## config.mk

```make
export PLATFORM = sky130hd
export DESIGN_NAME = m_st7789_rx
export DESIGN_NICKNAME = d
export VERILOG_FILES = /design/src/rtl/st7789_pkg.sv /design/src/rtl/m_spi_rx.sv /design/src/rtl/m_st7789_rx.sv
export SDC_FILE = /design/constraint.sdc
export NUM_CORES = 1
export LEC_CHECK = 0
export CAP_MARGIN = 20
export CORE_UTILIZATION = 34
export CTS_CLUSTER_SIZE = 16
export DETAILED_ROUTE_END_ITERATION = 12
export DONT_BUFFER_PORTS = 1
export GPL_ROUTABILITY_DRIVEN = 0
export GPL_TIMING_DRIVEN = 0
export PLACE_DENSITY_LB_ADDON = 0.1
export SETUP_SLACK_MARGIN = 0.4
export SKIP_LAST_GASP = 1
export SLEW_MARGIN = 20
export SYNTH_ARGS = -nofsm -noshare
export SYNTH_HDL_FRONTEND = slang
export SYNTH_HIERARCHICAL = 1
export SYNTH_SLANG_ARGS = --single-unit
```

## constraint.sdc

```tcl
create_clock -name w_clk -period 2.5 [get_ports w_clk]
set_input_delay 0.5 -clock w_clk [delete_from_list [all_inputs] [get_ports w_clk]]
set_output_delay 0.5 -clock w_clk [all_outputs]
set_load 0.02 [all_outputs]
```

## src/rtl/st7789_pkg.sv

```systemverilog
// Shared ST7789 command codes and the receive-side command decoder states.
package st7789_pkg;

    localparam logic [7:0] CMD_SWRESET = 8'h01;
    localparam logic [7:0] CMD_SLPOUT  = 8'h11;
    localparam logic [7:0] CMD_NORON   = 8'h13;
    localparam logic [7:0] CMD_INVON   = 8'h21;
    localparam logic [7:0] CMD_DISPOFF = 8'h28;
    localparam logic [7:0] CMD_DISPON  = 8'h29;
    localparam logic [7:0] CMD_CASET   = 8'h2A;
    localparam logic [7:0] CMD_RASET   = 8'h2B;
    localparam logic [7:0] CMD_RAMWR   = 8'h2C;
    localparam logic [7:0] CMD_MADCTL  = 8'h36;
    localparam logic [7:0] CMD_COLMOD  = 8'h3A;

    typedef enum logic [3:0] {
        S_IDLE,
        S_CASET0, S_CASET1, S_CASET2, S_CASET3,
        S_RASET0, S_RASET1, S_RASET2, S_RASET3,
        S_RAMWR_HI, S_RAMWR_LO,
        S_SKIP
    } dec_state_e;

endpackage

```

## src/rtl/m_spi_rx.sv

```systemverilog
// SPI mode-2 byte deserializer: input synchronizers, SCL fall detect, shift register and idle timeout.
// ST7789_RX_STATS_EN adds the w_timeout pulse used by the error counter.
module m_spi_rx #(
    parameter int SYNC_STAGES  = 2,
    parameter int IDLE_TIMEOUT = 64
) (
    input  logic       w_clk,
    input  logic       w_rst_n,
    input  logic       st7789_SDA,
    input  logic       st7789_SCL,
    input  logic       st7789_DC,
    input  logic       st7789_RES,
    output logic       w_res_act,
    output logic       w_rx_stb,
    output logic [8:0] w_rx_byte,
    output logic       w_byte_vld,
    output logic [8:0] w_byte
`ifdef ST7789_RX_STATS_EN
    ,
    output logic       w_timeout
`endif
);

    localparam int            IW        = $clog2(IDLE_TIMEOUT + 1);
    localparam logic [IW-1:0] IDLE_LAST = IW'(IDLE_TIMEOUT - 1);
    localparam logic [3:0]    SYNC_IDLE = 4'b1010; // {RES, DC, SCL, SDA} at rest

    logic [SYNC_STAGES-1:0][3:0] sync_q, sync_d;
    logic          res_s, dc_s, scl_s, sda_s;
    logic          clr, fall, tmo;
    logic          scl_prev_q, scl_prev_d;
    logic [2:0]    bit_cnt_q, bit_cnt_d;
    logic [7:0]    shift_q, shift_d;
    logic          dc_q, dc_d;
    logic          done_q, done_d;
    logic [IW-1:0] idle_q, idle_d;
    logic          vld_q, vld_d;
    logic [8:0]    byte_q, byte_d;

    assign {res_s, dc_s, scl_s, sda_s} = sync_q[SYNC_STAGES-1];
    assign clr  = !w_rst_n || !res_s;
    assign fall = scl_prev_q && !scl_s;
    assign tmo  = scl_s && (bit_cnt_q != 3'd0) && (idle_q == IDLE_LAST);

    // NOTE: every signal gets its default first so no path can infer a latch.
    always_comb begin
        sync_d[0] = {st7789_RES, st7789_DC, st7789_SCL, st7789_SDA};
        for (int i = 1; i < SYNC_STAGES; i++) begin
            sync_d[i] = sync_q[i-1];
        end
        scl_prev_d = scl_s;
        bit_cnt_d  = bit_cnt_q;
        shift_d    = shift_q;
        dc_d       = dc_q;
        done_d     = 1'b0;
        idle_d     = '0;
        vld_d      = done_q;
        byte_d     = done_q ? {dc_q, shift_q} : byte_q;
        if (fall) begin
            shift_d   = {shift_q[6:0], sda_s};
            bit_cnt_d = bit_cnt_q + 3'd1;
            if (bit_cnt_q == 3'd7) begin
                dc_d   = dc_s;
                done_d = 1'b1;
            end
        end else if (tmo) begin
            bit_cnt_d = 3'd0;
        end else if (scl_s && (bit_cnt_q != 3'd0)) begin
            idle_d = idle_q + IW'(1);
        end
    end

    always_ff @(posedge w_clk) begin
        // NOTE: synchronizers clear only on w_rst_n; clearing them from their own RES output would oscillate.
        if (!w_rst_n) begin
            sync_q <= {SYNC_STAGES{SYNC_IDLE}};
        end else begin
            sync_q <= sync_d;
        end
        if (clr) begin
            scl_prev_q <= 1'b1;
            bit_cnt_q  <= 3'd0;
            shift_q    <= 8'd0;
            dc_q       <= 1'b0;
            done_q     <= 1'b0;
            idle_q     <= '0;
            vld_q      <= 1'b0;
            byte_q     <= 9'd0;
        end else begin
            scl_prev_q <= scl_prev_d;
            bit_cnt_q  <= bit_cnt_d;
            shift_q    <= shift_d;
            dc_q       <= dc_d;
            done_q     <= done_d;
            idle_q     <= idle_d;
            vld_q      <= vld_d;
            byte_q     <= byte_d;
        end
    end

`ifdef ST7789_RX_STATS_EN
    logic timeout_q;

    always_ff @(posedge w_clk) begin
        if (clr) begin
            timeout_q <= 1'b0;
        end else begin
            timeout_q <= tmo;
        end
    end

    assign w_timeout = timeout_q;
`endif

    assign w_res_act  = !res_s;
    assign w_rx_stb   = done_q;
    assign w_rx_byte  = {dc_q, shift_q};
    assign w_byte_vld = vld_q;
    assign w_byte     = byte_q;

endmodule

```

## src/rtl/m_st7789_rx.sv

```systemverilog
// ST7789 write-stream receiver: decodes CASET/RASET/RAMWR/DISPON into pixel writes for a shadow framebuffer.
// ST7789_RX_STATS_EN adds w_frame_cnt and w_err_cnt.
module m_st7789_rx
    import st7789_pkg::*;
#(
    parameter int SYNC_STAGES  = 2,
    parameter int IDLE_TIMEOUT = 64,
    parameter int X_MAX        = 239,
    parameter int Y_MAX        = 239
) (
    input  logic        w_clk,
    input  logic        w_rst_n,
    input  logic        st7789_SDA,
    input  logic        st7789_SCL,
    input  logic        st7789_DC,
    input  logic        st7789_RES,
    output logic        w_byte_vld,
    output logic [8:0]  w_byte,
    output logic        w_we,
    output logic [15:0] w_wadr,
    output logic [15:0] w_wdata,
    output logic        w_disp_on
`ifdef ST7789_RX_STATS_EN
    ,
    output logic [15:0] w_frame_cnt,
    output logic [7:0]  w_err_cnt
`endif
);

    localparam logic [7:0] XE_RST = 8'(X_MAX);
    localparam logic [7:0] YE_RST = 8'(Y_MAX);

    logic       res_act, rx_stb, clr, is_cmd, is_dat;
    logic [8:0] rx_byte;
    logic [7:0] rx_val;

    dec_state_e  state_q, state_d;
    logic [7:0]  xs_q, xs_d, xe_q, xe_d, ys_q, ys_d, ye_q, ye_d;
    logic [7:0]  x_q, x_d, y_q, y_d, hi_q, hi_d, par_q, par_d;
    logic        disp_on_q, disp_on_d;
    logic        pend_we_q, pend_we_d;
    logic [15:0] pend_adr_q, pend_adr_d, pend_data_q, pend_data_d;
    logic        we_q, we_d;
    logic [15:0] wadr_q, wadr_d, wdata_q, wdata_d;

`ifdef ST7789_RX_STATS_EN
    logic        timeout, err_clr;
    logic [1:0]  err_inc;
    logic [8:0]  err_sum;
    logic [15:0] frame_q, frame_d;
    logic [7:0]  err_q, err_d;
`endif

    m_spi_rx #(
        .SYNC_STAGES (SYNC_STAGES),
        .IDLE_TIMEOUT(IDLE_TIMEOUT)
    ) u_spi_rx (
        .w_clk     (w_clk),
        .w_rst_n   (w_rst_n),
        .st7789_SDA(st7789_SDA),
        .st7789_SCL(st7789_SCL),
        .st7789_DC (st7789_DC),
        .st7789_RES(st7789_RES),
        .w_res_act (res_act),
        .w_rx_stb  (rx_stb),
        .w_rx_byte (rx_byte),
        .w_byte_vld(w_byte_vld),
        .w_byte    (w_byte)
`ifdef ST7789_RX_STATS_EN
        ,
        .w_timeout (timeout)
`endif
    );

    assign clr    = !w_rst_n || res_act;
    assign is_cmd = rx_stb && !rx_byte[8];
    assign is_dat = rx_stb && rx_byte[8];
    assign rx_val = rx_byte[7:0];

    // Decoding happens alongside w_byte_vld; the pixel strobe is staged one cycle behind it.
    always_comb begin
        state_d     = state_q;
        xs_d        = xs_q;
        xe_d        = xe_q;
        ys_d        = ys_q;
        ye_d        = ye_q;
        x_d         = x_q;
        y_d         = y_q;
        hi_d        = hi_q;
        par_d       = par_q;
        disp_on_d   = disp_on_q;
        pend_we_d   = 1'b0;
        pend_adr_d  = pend_adr_q;
        pend_data_d = pend_data_q;
        we_d        = pend_we_q;
        wadr_d      = pend_we_q ? pend_adr_q : wadr_q;
        wdata_d     = pend_we_q ? pend_data_q : wdata_q;
`ifdef ST7789_RX_STATS_EN
        frame_d = frame_q;
        err_clr = 1'b0;
        err_inc = {1'b0, timeout};
`endif
        if (is_cmd) begin
`ifdef ST7789_RX_STATS_EN
            if (state_q == S_RAMWR_LO) err_inc = err_inc + 2'd1;
`endif
            case (rx_val)
                CMD_CASET: state_d = S_CASET0;
                CMD_RASET: state_d = S_RASET0;
                CMD_RAMWR: begin
                    state_d = S_RAMWR_HI;
                    x_d     = xs_q;
                    y_d     = ys_q;
                end
                CMD_DISPON: begin
                    disp_on_d = 1'b1;
                    state_d   = S_IDLE;
                end
                CMD_DISPOFF: begin
                    disp_on_d = 1'b0;
                    state_d   = S_IDLE;
                end
                CMD_SWRESET: begin
                    xs_d      = 8'd0;
                    xe_d      = XE_RST;
                    ys_d      = 8'd0;
                    ye_d      = YE_RST;
                    disp_on_d = 1'b0;
                    state_d   = S_IDLE;
`ifdef ST7789_RX_STATS_EN
                    frame_d = 16'd0;
                    err_clr = 1'b1;
`endif
                end
                CMD_SLPOUT, CMD_NORON, CMD_INVON, CMD_MADCTL, CMD_COLMOD: state_d = S_SKIP;
                default: state_d = S_SKIP;
            endcase
        end else if (is_dat) begin
            case (state_q)
                S_CASET0: state_d = S_CASET1;
                S_CASET1: begin
                    par_d   = rx_val;
                    state_d = S_CASET2;
                end
                S_CASET2: state_d = S_CASET3;
                S_CASET3: begin
                    xs_d    = par_q;
                    xe_d    = rx_val;
                    state_d = S_IDLE;
                end
                S_RASET0: state_d = S_RASET1;
                S_RASET1: begin
                    par_d   = rx_val;
                    state_d = S_RASET2;
                end
                S_RASET2: state_d = S_RASET3;
                S_RASET3: begin
                    ys_d    = par_q;
                    ye_d    = rx_val;
                    state_d = S_IDLE;
                end
                S_RAMWR_HI: begin
                    hi_d    = rx_val;
                    state_d = S_RAMWR_LO;
                end
                S_RAMWR_LO: begin
                    pend_we_d   = 1'b1;
                    pend_adr_d  = {y_q, x_q};
                    pend_data_d = {hi_q, rx_val};
                    state_d     = S_RAMWR_HI;
                    if (x_q == xe_q) begin
                        x_d = xs_q;
                        y_d = (y_q == ye_q) ? ys_q : y_q + 8'd1;
                    end else begin
                        x_d = x_q + 8'd1;
                    end
`ifdef ST7789_RX_STATS_EN
                    if ((x_q == xe_q) && (y_q == ye_q)) frame_d = frame_q + 16'd1;
`endif
                end
                default: ;
            endcase
        end
`ifdef ST7789_RX_STATS_EN
        err_sum = {1'b0, err_q} + {7'd0, err_inc};
        if (err_clr) begin
            err_d = 8'd0;
        end else begin
            err_d = err_sum[8] ? 8'hFF : err_sum[7:0];
        end
`endif
    end

    always_ff @(posedge w_clk) begin
        if (clr) begin
            state_q     <= S_IDLE;
            xs_q        <= 8'd0;
            xe_q        <= XE_RST;
            ys_q        <= 8'd0;
            ye_q        <= YE_RST;
            x_q         <= 8'd0;
            y_q         <= 8'd0;
            hi_q        <= 8'd0;
            par_q       <= 8'd0;
            disp_on_q   <= 1'b0;
            pend_we_q   <= 1'b0;
            pend_adr_q  <= 16'd0;
            pend_data_q <= 16'd0;
            we_q        <= 1'b0;
            wadr_q      <= 16'd0;
            wdata_q     <= 16'd0;
        end else begin
            state_q     <= state_d;
            xs_q        <= xs_d;
            xe_q        <= xe_d;
            ys_q        <= ys_d;
            ye_q        <= ye_d;
            x_q         <= x_d;
            y_q         <= y_d;
            hi_q        <= hi_d;
            par_q       <= par_d;
            disp_on_q   <= disp_on_d;
            pend_we_q   <= pend_we_d;
            pend_adr_q  <= pend_adr_d;
            pend_data_q <= pend_data_d;
            we_q        <= we_d;
            wadr_q      <= wadr_d;
            wdata_q     <= wdata_d;
        end
    end

`ifdef ST7789_RX_STATS_EN
    always_ff @(posedge w_clk) begin
        if (clr) begin
            frame_q <= 16'd0;
            err_q   <= 8'd0;
        end else begin
            frame_q <= frame_d;
            err_q   <= err_d;
        end
    end

    assign w_frame_cnt = frame_q;
    assign w_err_cnt   = err_q;
`endif

    assign w_we      = we_q;
    assign w_wadr    = wadr_q;
    assign w_wdata   = wdata_q;
    assign w_disp_on = disp_on_q;

endmodule
```

==> metrics.csv <==
stage,metric,value,unit
floorplan,I/O pin cnt,50,
logic_synthesis,Synth top cell by count,dfxtp_1,
critical_path,Crit. End Element,flop,
detailed_routing,WL final,18580,um
logic_synthesis,yosys stat chip area,7174,um2
clocking,clock root cell,clkbuf_16,
clocking,clk sinks,174,
clocking,clock transition at the registers of the reported paths,0.07,ns
final_timing,Slew headroom,45.98,%
global_routing,largest net degree at the start of global routing,17,
critical_path,crit path DRT,2.86,ns
global_routing,vias in the first global route,5582,
final_timing,final setup skew,0.01423,ns
pwr,leakage,2.753,nW
floorplan,core footprint,20430,um2
clocking,CTS tree,built,
pwr,final total power,0.005575,W
logic_synthesis,Synth Area per Inst,8.771,um2
pwr,pwr dens,682.1,nW/um2
clocking,largest buffer count on any clock path,2,
logic_synthesis,sequential share of the synthesized area,48.55,%
critical_path,crit path DAT,2.38,ns
logic_synthesis,Post-synth ARST share,0,%
critical_path,maximum fanout along the worst path,10,
job,stage-log warning count,28,
clocking,CTS Buf Count,17,
final_timing,fmax,494.9,MHz
final_timing,worst slew pin tran,0.8059,ns
placement,Final HPWL DP,13530,um
placement,pre-CTS setup slack,0.2186,ns
floorplan,Site Rows,52,
final_timing,Tcrit/Tclk final,80.83,%
logic_synthesis,share of the synthesized area in the top cell type,48.55,%
logic_synthesis,Post-synth top flop,dfxtp_1,
layout,Final Util,40.01,%
logic_synthesis,distinct cell type count after synthesis,62,
critical_path,startpoint types,flop,
floorplan,Die Y,147.3,um
logic_synthesis,post-synthesis net count,830,
detailed_routing,drt pass-1 iters,5,
final_timing,setup ws final,0.4793,ns
layout,Layout Nets,849,
critical_path,r2r setup slk,0.48,ns
global_routing,GRT Total Usage,17.51,%
logic_synthesis,synthesized instance count,818,
detailed_routing,drt via density,5.139,
detailed_routing,DRC Markers,0,
detailed_routing,routed via count,5751,
detailed_routing,per-cell routed wire length,16.61,um
placement,# port buffers,0,
outcome,status,completed,
floorplan,FP Core Util,35.12,%
global_routing,GRT overflow,0,
detailed_routing,Detail Route Antenna Nets,0,
logic_synthesis,Post-synth EDFFs,0,
job,max cap viols,0,
layout,Flop area,3488,um2
layout,number of diodes,0,
global_routing,global-route wire length before repair,29640,um
final_timing,Final min period,2.021,ns
floorplan,Chip Width,147.3,um
placement,placed cell area,7512,um2
final_timing,RSZ-0062 raised after global routing,true,
final_timing,Fin Setup TNS,0,ns
clocking,hold_buf cts,0,
detailed_routing,DR iter-0 viols,347,
logic_synthesis,"Cell Area, Synth",7174,um2
logic_synthesis,ys cells,818,
logic_synthesis,top cells by count,"dfxtp_1, nand2_1, nor2_1",
hold_path,Hold Crit Class,input pin to flop,
layout,Gate Area,3421,um2
clocking,"Clk Latency, worst-skew pair",0.43,ns
layout,fin area,8174,um2
critical_path,Crit Path Class,flop to flop,
[final cells by class]
cell class | instances | area share [%]
plain buffers | 60 | 3.704
clock buffers | 19 | 5.419
clock inverters | 12 | 1.852
inverters | 8 | 0.3674
multi-input cells | 576 | 41.85
flip-flops and latches | 174 | 42.68
well taps | 270 | 4.133
[where the power goes]
group | switching, W | internal, W | total, W
sequential | 0.00000481 | 0.00278 | 0.00278
combinational | 0.0000787 | 0.0000210 | 0.0000997
clock | 0.00117 | 0.00152 | 0.00269
total | 0.00125 | 0.00432 | 0.00558
[worst max-delay path, cell delays in order (launching register included)]
cell and delay, ns:
dfxtp_1 0.37, buf_4 0.24, and2_2 0.22, and4_4 0.30
nor2_2 0.11, or4b_1 0.54, a31oi_1 0.17
[layer usage]
| layer | vias up | share of wire [%] | GRT usage (%) |
|---|---|---|---|
| met1 | 2764 | 47 | 22.60 |
| met3 | 28 | 3.8 | 3.540 |
| met2 | 124 | 47 | 28.49 |
| li1 | 2835 | - | - |
| met4 | 0 | 1.9 | 7.113 |
| met5 | - | 0 | 0 |
[cells by family (layout without fill, tap and decap cells)]
group           after synthesis  count (layout)  share of synthesized area (%)
flops                       174             174                          48.55
fa+ha+maj                     6               6                          1.046
mux                          66              66                          9.226
compound gates              143             143                          11.62
xor+xnor                     21              21                          2.564
buf+inv                      68              99                          4.290
simple gates                340             340                          22.71
[metrics by stage]
| step | instances | hold WS (ns) |
|---|---|---|
| after CTS | 1119 | 0.1604 |
| after global placement | 1088 | 0.3896 |
| final | 1119 | 0.1732 |
| after floorplan | 818 | 0.3863 |
| after detailed placement | 1088 | 0.4081 |
| after global routing | 1119 | 0.1701 |
[registers in the layout (all words and copies together) (netlist names), 3 cells and up]
signal and cells:
par_q 8, state_q 4, xs_q 8, w_wdata 16, u_spi_rx/sync_d 4, u_spi_rx/shift_q 8
hi_q 8, xe_q 8, pend_data_q 16, ye_q 8, pend_adr_q 16, x_q 8
y_q 8, u_spi_rx/w_byte 9, u_spi_rx/idle_q 7, w_wadr 16, u_spi_rx/bit_cnt_q 3, ys_q 8
[path summary, 6_finish.rpt]
path	from	end	cells past startpoint
worst max register to register	u_spi_rx/shift_q[5]$_SDFFE_PP0P_	y_q[0]$_SDFFE_PP0P_	6
worst min register to register	u_spi_rx/sync_d[7]$_SDFF_PN1_	u_spi_rx/res_s$_SDFF_PN1_	1
worst min-delay path	st7789_RES	u_spi_rx/sync_d[7]$_SDFF_PN1_	1
worst max-delay path	u_spi_rx/shift_q[5]$_SDFFE_PP0P_	y_q[0]$_SDFFE_PP0P_	6
[cell usage in the layout, fill, tap and decap left out, types with 9 or more instances in the layout]
cell       netlist  layout
dfxtp_1        174     170
nand2_1        128     127
nor2_1          92      90
a21oi_1         69      69
mux2i_1         65      65
nand3_1         32      31
clkbuf_1        38      29
o21ai_0         23      23
xor2_1          19      19
nor3_1          18      18
clkbuf_16        0      17
nand2b_1        11      11
buf_2           12      10
clkbuf_2         0      10
a31oi_1         10      10
a211oi_1         9       9
[timing repair]
item / in CTS / in global routing
endpoints found under the setup margin: 20 / 78
gates resized: 8 / 27
buffers inserted: 0 / 0
Gate-type map:
(3 px per um)
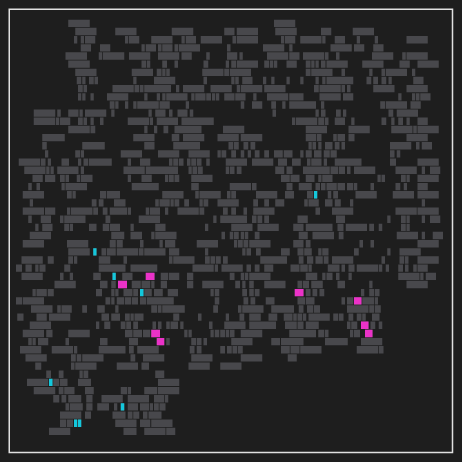
Key: AND-OR and OR-AND gates = magenta [cells 8, most used a21o_1]; inverters = cyan [cells 8, most used inv_1]

Cell sizes after repair:
(3 px per um)
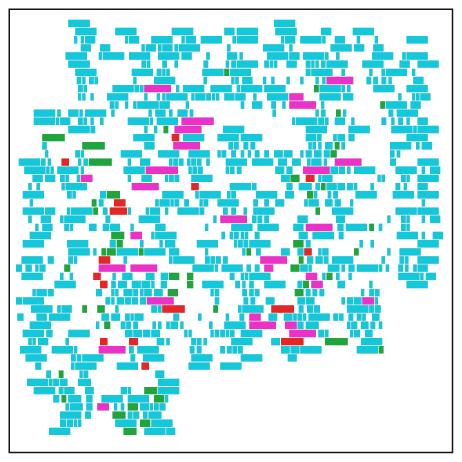
Key: drive 1 or less = cyan [cells 754, share 89%]; drive 6 and up = magenta [cells 29, share 3.4%]; drive 3 to 4 = red [cells 16, share 1.9%]; drive 2 = green [cells 50, share 5.9%]

Power is estimated from default activity; no workload was simulated.
